**config.mk**
```make
export PLATFORM = sky130hd
export DESIGN_NAME = opb_swreg_bank_ctrl
export DESIGN_NICKNAME = d
export VERILOG_FILES = /design/src/rtl/opb_swreg_bank_ctrl.sv
export SDC_FILE = /design/constraint.sdc
export NUM_CORES = 1
export LEC_CHECK = 0
export CAP_MARGIN = 20
export CORE_MARGIN = 8
export CORE_UTILIZATION = 38
export CTS_CLUSTER_SIZE = 25
export DETAILED_ROUTE_END_ITERATION = 10
export GPL_TIMING_DRIVEN = 0
export HOLD_SLACK_MARGIN = 0.06
export PLACE_DENSITY = 0.6
export RECOVER_POWER = 50
export SETUP_SLACK_MARGIN = 0.3
export SLEW_MARGIN = 20
export SYNTH_ARGS = -nofsm -noshare
export SYNTH_HDL_FRONTEND = slang
export SYNTH_SLANG_ARGS = --single-unit
```
**constraint.sdc**
```tcl
create_clock -name OPB_Clk -period 4.6 [get_ports OPB_Clk]
set_input_delay 0.69 -clock OPB_Clk [delete_from_list [all_inputs] [get_ports OPB_Clk]]
set_output_delay 0.69 -clock OPB_Clk [all_outputs]
set_load 0.02 [all_outputs]
```
**src/rtl/opb_swreg_bank_ctrl.sv**
```systemverilog
// opb_swreg_bank_ctrl: OPB slave fronting a bank of C_NUM_REGS software-writable 32-bit registers.
// The OPB big-endian buses are carried as descending [31:0] vectors with identical bit patterns:
// OPB bit 0 (MSB) is index 31 here, so OPB_BE[3] enables OPB_DBus[31:24] (OPB byte lane 0).
// Optional feature macro: OPB_SWREG_READBACK_EN -- when defined, reads return the register
// contents; when undefined, valid reads are acked with zero data and no readback mux exists.
module opb_swreg_bank_ctrl #(
  parameter logic [31:0] C_BASEADDR    = 32'h01001200,
  parameter logic [31:0] C_HIGHADDR    = 32'h010012FF,
  parameter int unsigned C_NUM_REGS    = 4,
  parameter int unsigned C_ACK_LATENCY = 2
) (
  input  logic                     OPB_Clk,
  input  logic                     OPB_Rst,
  input  logic [31:0]              OPB_ABus,
  input  logic [3:0]               OPB_BE,
  input  logic [31:0]              OPB_DBus,
  input  logic                     OPB_RNW,
  input  logic                     OPB_select,
  input  logic                     OPB_seqAddr,
  output logic [31:0]              Sl_DBus,
  output logic                     Sl_errAck,
  output logic                     Sl_retry,
  output logic                     Sl_toutSup,
  output logic                     Sl_xferAck,
  output logic [C_NUM_REGS*32-1:0] reg_data_out,
  output logic [C_NUM_REGS-1:0]    reg_update
);

  localparam int unsigned DATA_W = 32;
  localparam int unsigned IDX_W  = (C_NUM_REGS > 1) ? $clog2(C_NUM_REGS) : 1;
  localparam int unsigned CNT_W  = 4;
  localparam logic [CNT_W-1:0] CNT_INIT = CNT_W'(C_ACK_LATENCY - 1);

  typedef enum logic [1:0] {ST_IDLE, ST_WAIT, ST_ACK, ST_HOLD} state_t;

  state_t             state_q;
  logic [CNT_W-1:0]   cnt_q;
  logic [31:0]        addr_q;
  logic [3:0]         be_q;
  logic [DATA_W-1:0]  data_q;
  logic               rnw_q;
  logic [DATA_W-1:0]  regs_q [C_NUM_REGS];

  logic               hit_c;
  logic [31:0]        tgt_addr_c;
  logic               tgt_valid_c;
  logic [DATA_W-1:0]  rdata_c;
  logic               wr_valid_c;
  logic [IDX_W-1:0]   wr_idx_c;
  logic [DATA_W-1:0]  wr_mask_c;
`ifdef OPB_SWREG_READBACK_EN
  logic               tgt_rnw_c;
`endif

  // Address falls inside the window and maps to an implemented register
  function automatic logic addr_valid(input logic [31:0] a);
    logic [31:0] off;
    off = a - C_BASEADDR;
    return (a >= C_BASEADDR) && (a <= C_HIGHADDR) && ((off >> 2) < 32'(C_NUM_REGS));
  endfunction

  // Word index of an address relative to the window base (low two bits ignored)
  function automatic logic [IDX_W-1:0] addr_idx(input logic [31:0] a);
    logic [31:0] off;
    off = a - C_BASEADDR;
    return IDX_W'(off >> 2);
  endfunction

  assign Sl_retry = 1'b0;

  for (genvar k = 0; k < C_NUM_REGS; k++) begin : g_out
    assign reg_data_out[32*k +: 32] = regs_q[k];
  end

  // Decode of the beat about to be acked and of the beat currently in its ack cycle
  always_comb begin
    hit_c      = OPB_select && (OPB_ABus >= C_BASEADDR) && (OPB_ABus <= C_HIGHADDR);
    tgt_addr_c = addr_q;
`ifdef OPB_SWREG_READBACK_EN
    tgt_rnw_c  = rnw_q;
`endif
    if (state_q == ST_IDLE) begin
      tgt_addr_c = OPB_ABus;
`ifdef OPB_SWREG_READBACK_EN
      tgt_rnw_c  = OPB_RNW;
`endif
    end else if (state_q == ST_ACK) begin
      tgt_addr_c = addr_q + 32'd4;
`ifdef OPB_SWREG_READBACK_EN
      tgt_rnw_c  = OPB_RNW;
`endif
    end
    tgt_valid_c = addr_valid(tgt_addr_c);
    rdata_c     = '0;
`ifdef OPB_SWREG_READBACK_EN
    if (tgt_valid_c && tgt_rnw_c) rdata_c = regs_q[addr_idx(tgt_addr_c)];
`endif
    wr_valid_c = addr_valid(addr_q);
    wr_idx_c   = addr_idx(addr_q);
    wr_mask_c  = {{8{be_q[3]}}, {8{be_q[2]}}, {8{be_q[1]}}, {8{be_q[0]}}};
  end

  // Transaction FSM, register bank and registered bus/user outputs
  always_ff @(posedge OPB_Clk) begin
    if (OPB_Rst) begin
      state_q    <= ST_IDLE;
      cnt_q      <= '0;
      addr_q     <= '0;
      be_q       <= '0;
      data_q     <= '0;
      rnw_q      <= 1'b0;
      for (int unsigned k = 0; k < C_NUM_REGS; k++) regs_q[k] <= '0;
      Sl_DBus    <= '0;
      Sl_errAck  <= 1'b0;
      Sl_toutSup <= 1'b0;
      Sl_xferAck <= 1'b0;
      reg_update <= '0;
    end else begin
      Sl_DBus    <= '0;
      Sl_errAck  <= 1'b0;
      Sl_toutSup <= 1'b0;
      Sl_xferAck <= 1'b0;
      reg_update <= '0;
      case (state_q)
        ST_IDLE: begin
          if (hit_c) begin
            addr_q <= OPB_ABus;
            be_q   <= OPB_BE;
            data_q <= OPB_DBus;
            rnw_q  <= OPB_RNW;
            cnt_q  <= CNT_INIT;
            if (C_ACK_LATENCY == 1) begin
              state_q    <= ST_ACK;
              Sl_xferAck <= 1'b1;
              Sl_errAck  <= ~tgt_valid_c;
              Sl_DBus    <= rdata_c;
            end else begin
              state_q    <= ST_WAIT;
              Sl_toutSup <= 1'b1;
            end
          end
        end
        ST_WAIT: begin
          if (!OPB_select) begin
            state_q <= ST_IDLE;
          end else if (cnt_q <= CNT_W'(1)) begin
            cnt_q      <= '0;
            state_q    <= ST_ACK;
            Sl_xferAck <= 1'b1;
            Sl_errAck  <= ~tgt_valid_c;
            Sl_DBus    <= rdata_c;
          end else begin
            cnt_q      <= cnt_q - CNT_W'(1);
            Sl_toutSup <= 1'b1;
          end
        end
        ST_ACK: begin
          if (!rnw_q && wr_valid_c) begin
            regs_q[wr_idx_c]     <= (regs_q[wr_idx_c] & ~wr_mask_c) | (data_q & wr_mask_c);
            reg_update[wr_idx_c] <= 1'b1;
          end
          if (OPB_select && OPB_seqAddr) begin
            addr_q <= addr_q + 32'd4;
            be_q   <= OPB_BE;
            data_q <= OPB_DBus;
            rnw_q  <= OPB_RNW;
            cnt_q  <= CNT_INIT;
            if (C_ACK_LATENCY == 1) begin
              state_q    <= ST_ACK;
              Sl_xferAck <= 1'b1;
              Sl_errAck  <= ~tgt_valid_c;
              Sl_DBus    <= rdata_c;
            end else begin
              state_q    <= ST_WAIT;
              Sl_toutSup <= 1'b1;
            end
          end else begin
            state_q <= ST_HOLD;
          end
        end
        ST_HOLD: begin
          if (!OPB_select) state_q <= ST_IDLE;
        end
        default: state_q <= ST_IDLE;
      endcase
    end
  end

endmodule

```
**Pin map**

Drawn at 2 px/µm. Pins as bars across the die edge, other pins in gray.
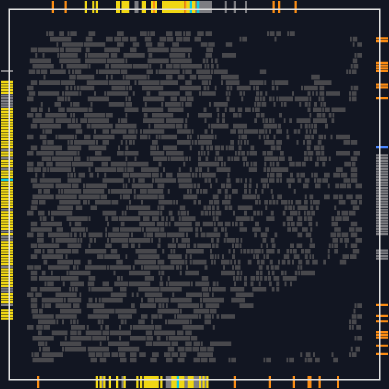
| port | color | pins | direction | edge |
|---|---|---|---|---|
| Sl_DBus | orange | 32 | output | 17 east, 8 south, 7 north |
| Sl_xferAck | blue | 1 | output | east |
| reg_data_out | yellow | 128 | output | 70 west, 29 north, 29 south |
| OPB_BE | cyan | 4 | input | 2 north, 1 west, 1 south |
all pins by edge: 88 west, 52 east, 51 north, 50 south
Die X: 185 µm
die height: 185 µm
Buffers on Ports: 206

**Cell outlines without signal wires**

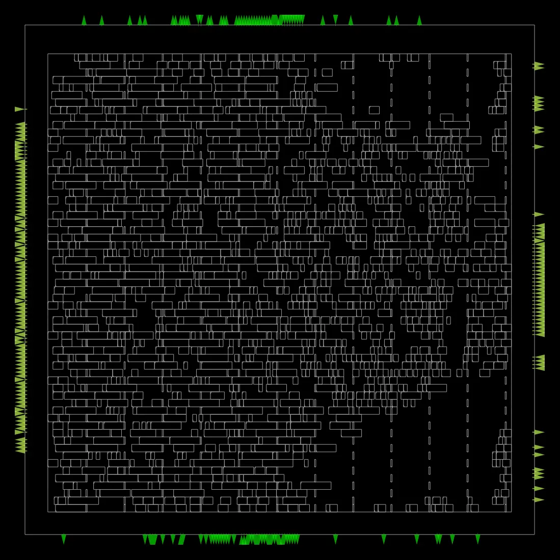
n_taps: 378
registers: 208

**Zoomed window**

Window x 72 to 112, y 72 to 112 µm. Cells in gray, sequential cells in the stronger gray; small squares are vias.
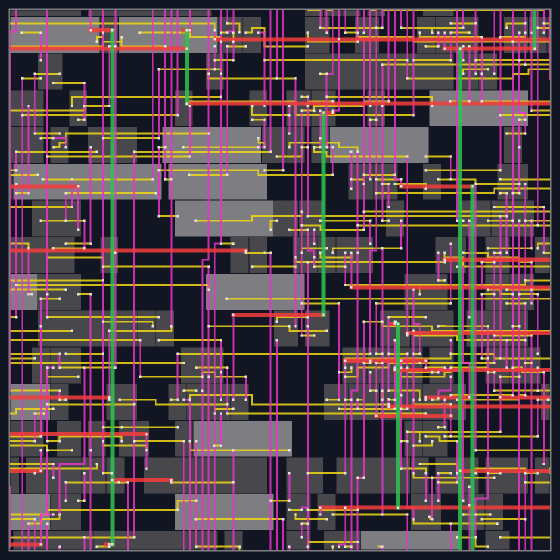
| layer | color |
|---|---|
| met4 | green |
| met3 | red |
| met1 | yellow |
| met2 | magenta |
sequential cells in the window: 12
most frequent: clkbuf_1 (13), nor2_1 (11), dfxtp_1 (11)
netlist names of flops here include: addr_q (9)
cells with their middle in the window: 118

**Wiring by layer**

Drawn at 2 px/µm. Only two layers are drawn.
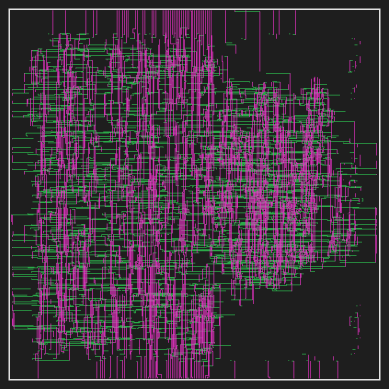
| layer | color | wire length |
|---|---|---|
| met2 | magenta | 17500 µm |
| met1 | green | 14500 µm |
Routed WL: 37400 µm
GRT Total Usage: 0.214
WL/cell: 21.4 µm
via count: 9396

**M2 wires**

Drawn at 2 px/µm. Cells faint in the background.
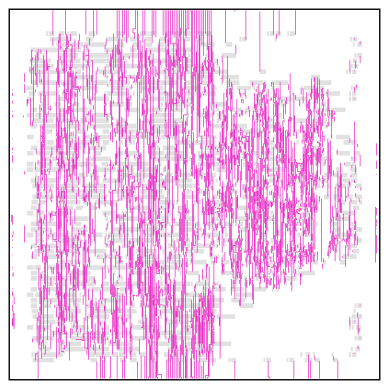
share of all routed wire: 47%
wire length on this layer: 17500 µm
main direction: vertical
longest straight run: 84.7 µm
nets with wire on the layer: 1198
met2 GRT Util: 0.353

==> results.toml <==
# yosys + openroad results
[logic_synthesis]
edf_count = 128
area_leaders = "edfxtp_1, dfxtp_1, mux4_2"
ys_cells = 1088
ys_seq_share = 0.505
yosys_warnings = 0
yosys-stat-area_um2 = 10800
top_area_cell = "edfxtp_1"
synth_area_um2 = 10800
synth-seq-cells = 208
syn_area_per_cell_um2 = 9.92
ys.flop_type = "edfxtp_1"
synth.distinct_cells = 72
common_cells = "nor2_1, edfxtp_1, nand2_1, a21oi_1, dfxtp_1"

[finish]
final_cell_mix = "nor2_1, dlygate4sd3_1, edfxtp_1, nand2_1, a21oi_1"
antenna_cells = 0
drive_above_1_share = 0.127
nets = 1437

[grt]
antenna_found_initial = 2
grt_pass1_wl_um = 56400
overflow = 0

[power_and_ir_drop]
p_leak_nw = 5.03
power.group.top = "registers"
swShare = 0.239
power_switching_mw = 1.02
combPwrFrac = 0.090
p_int_mw = 3.25
clkPwrFrac = 0.431
finalPower_mw = 4.27

[worst_setup_path]
arrival_ns = 4.61
path_buffers = 3
cp-start-kind = "input pin"
worst-setup-path-type = "in -> reg"
cp_common_cell = "clkbuf_1"
crit_chain = "dlygate4sd3_1, nor4_1, nand4_1, or3b_2, nor3_1, or2_2, clkbuf_1, clkbuf_1, nand2_1, a21oi_1"

[sta]
fin_ws_ns = 0.442
tns_ns = 0
tightest_slew_ns = 1.09
finalClockSkew_ns = 0.0198
finalSetupViolations = 0

[drt]
viasPerCell = 5.37
dr.first_iter.drc_count = 767
ant_nets = 0

[clocking]
ctsLongestPathBuffers = 3
cts-root-buf = "clkbuf_16"
clkLatencyLatePin_ns = 0.52
post_cts_buffers = 0
cts_resized = 0
cts_buffers = 24
cts-htree-levels = 1
cts_tree = "built"

[placement]
placement.cell_area_um2 = 13500

[status]
outcome = "finished clean"

[run]
log.warning_count = 31

[floorplan]
fp-row-count = 61
core_um2 = 27900
fp_util = 0.387
[final timing paths]
check                                   from            end  slack (ns)  cells after the start
worst max-delay path            OPB_ABus[29]      data_q[9]        0.44                     10
worst min-delay path              data_q[14]     data_q[14]        0.45                      2
worst max register to register     addr_q[9]  regs_q[2][18]        0.55                     14
worst min register to register    data_q[14]     data_q[14]        0.45                      2
[cell type report]
cell class / count / area [µm²] / area share
Multi-Input combinational cell: 776 / 4770 / 0.335
Sequential cell: 208 / 5450 / 0.382
Tap cell: 378 / 473 / 0.0332
Clock buffer: 34 / 658 / 0.0462
Inverter: 21 / 78.8 / 0.00553
Buffer: 115 / 609 / 0.0428
Clock inverter: 10 / 91.3 / 0.00641
Timing Repair Buffer: 209 / 2120 / 0.149
[logic make-up (layout without fill, tap and decap cells)]
kind of cell / after synthesis / after routing / synth area share
AOI/OAI and AO/OA: 186 / 186 / 0.106
xor gates and xnor gates: 5 / 5 / 0.00406
adders and majority gates: 9 / 9 / 0.0104
buffers and inverters: 136 / 389 / 0.0641
DFF: 208 / 208 / 0.505
muxes: 68 / 68 / 0.101
other: 1 / 33 / 0.000347
and+or+nand+nor: 475 / 475 / 0.210
[sequential cells by signal, indices dropped and copies added (netlist names)]
register and flops:
addr_q 30, state_q 2, be_q 4, Sl_xferAck 1, cnt_q 4, Sl_toutSup 1
data_q 32, reg_update 4, Sl_errAck 1, regs_q 128, rnw_q 1
[layer usage]
layer,global-route usage,up-vias,wire length [µm]
met5,0,-,27
met4,0.0584,4,924
met3,0.0815,71,4440
met2,0.353,425,17500
met1,0.258,4512,14500
li1,-,4384,-
[worst reg2reg max path: cells and delay by family, from the launching register on]
kind            cells  cell delay (ns)
fa+ha+maj           1             0.32
buf+inv             5             1.19
flops               1             0.33
compound gates      1             0.38
simple gates        7             1.51
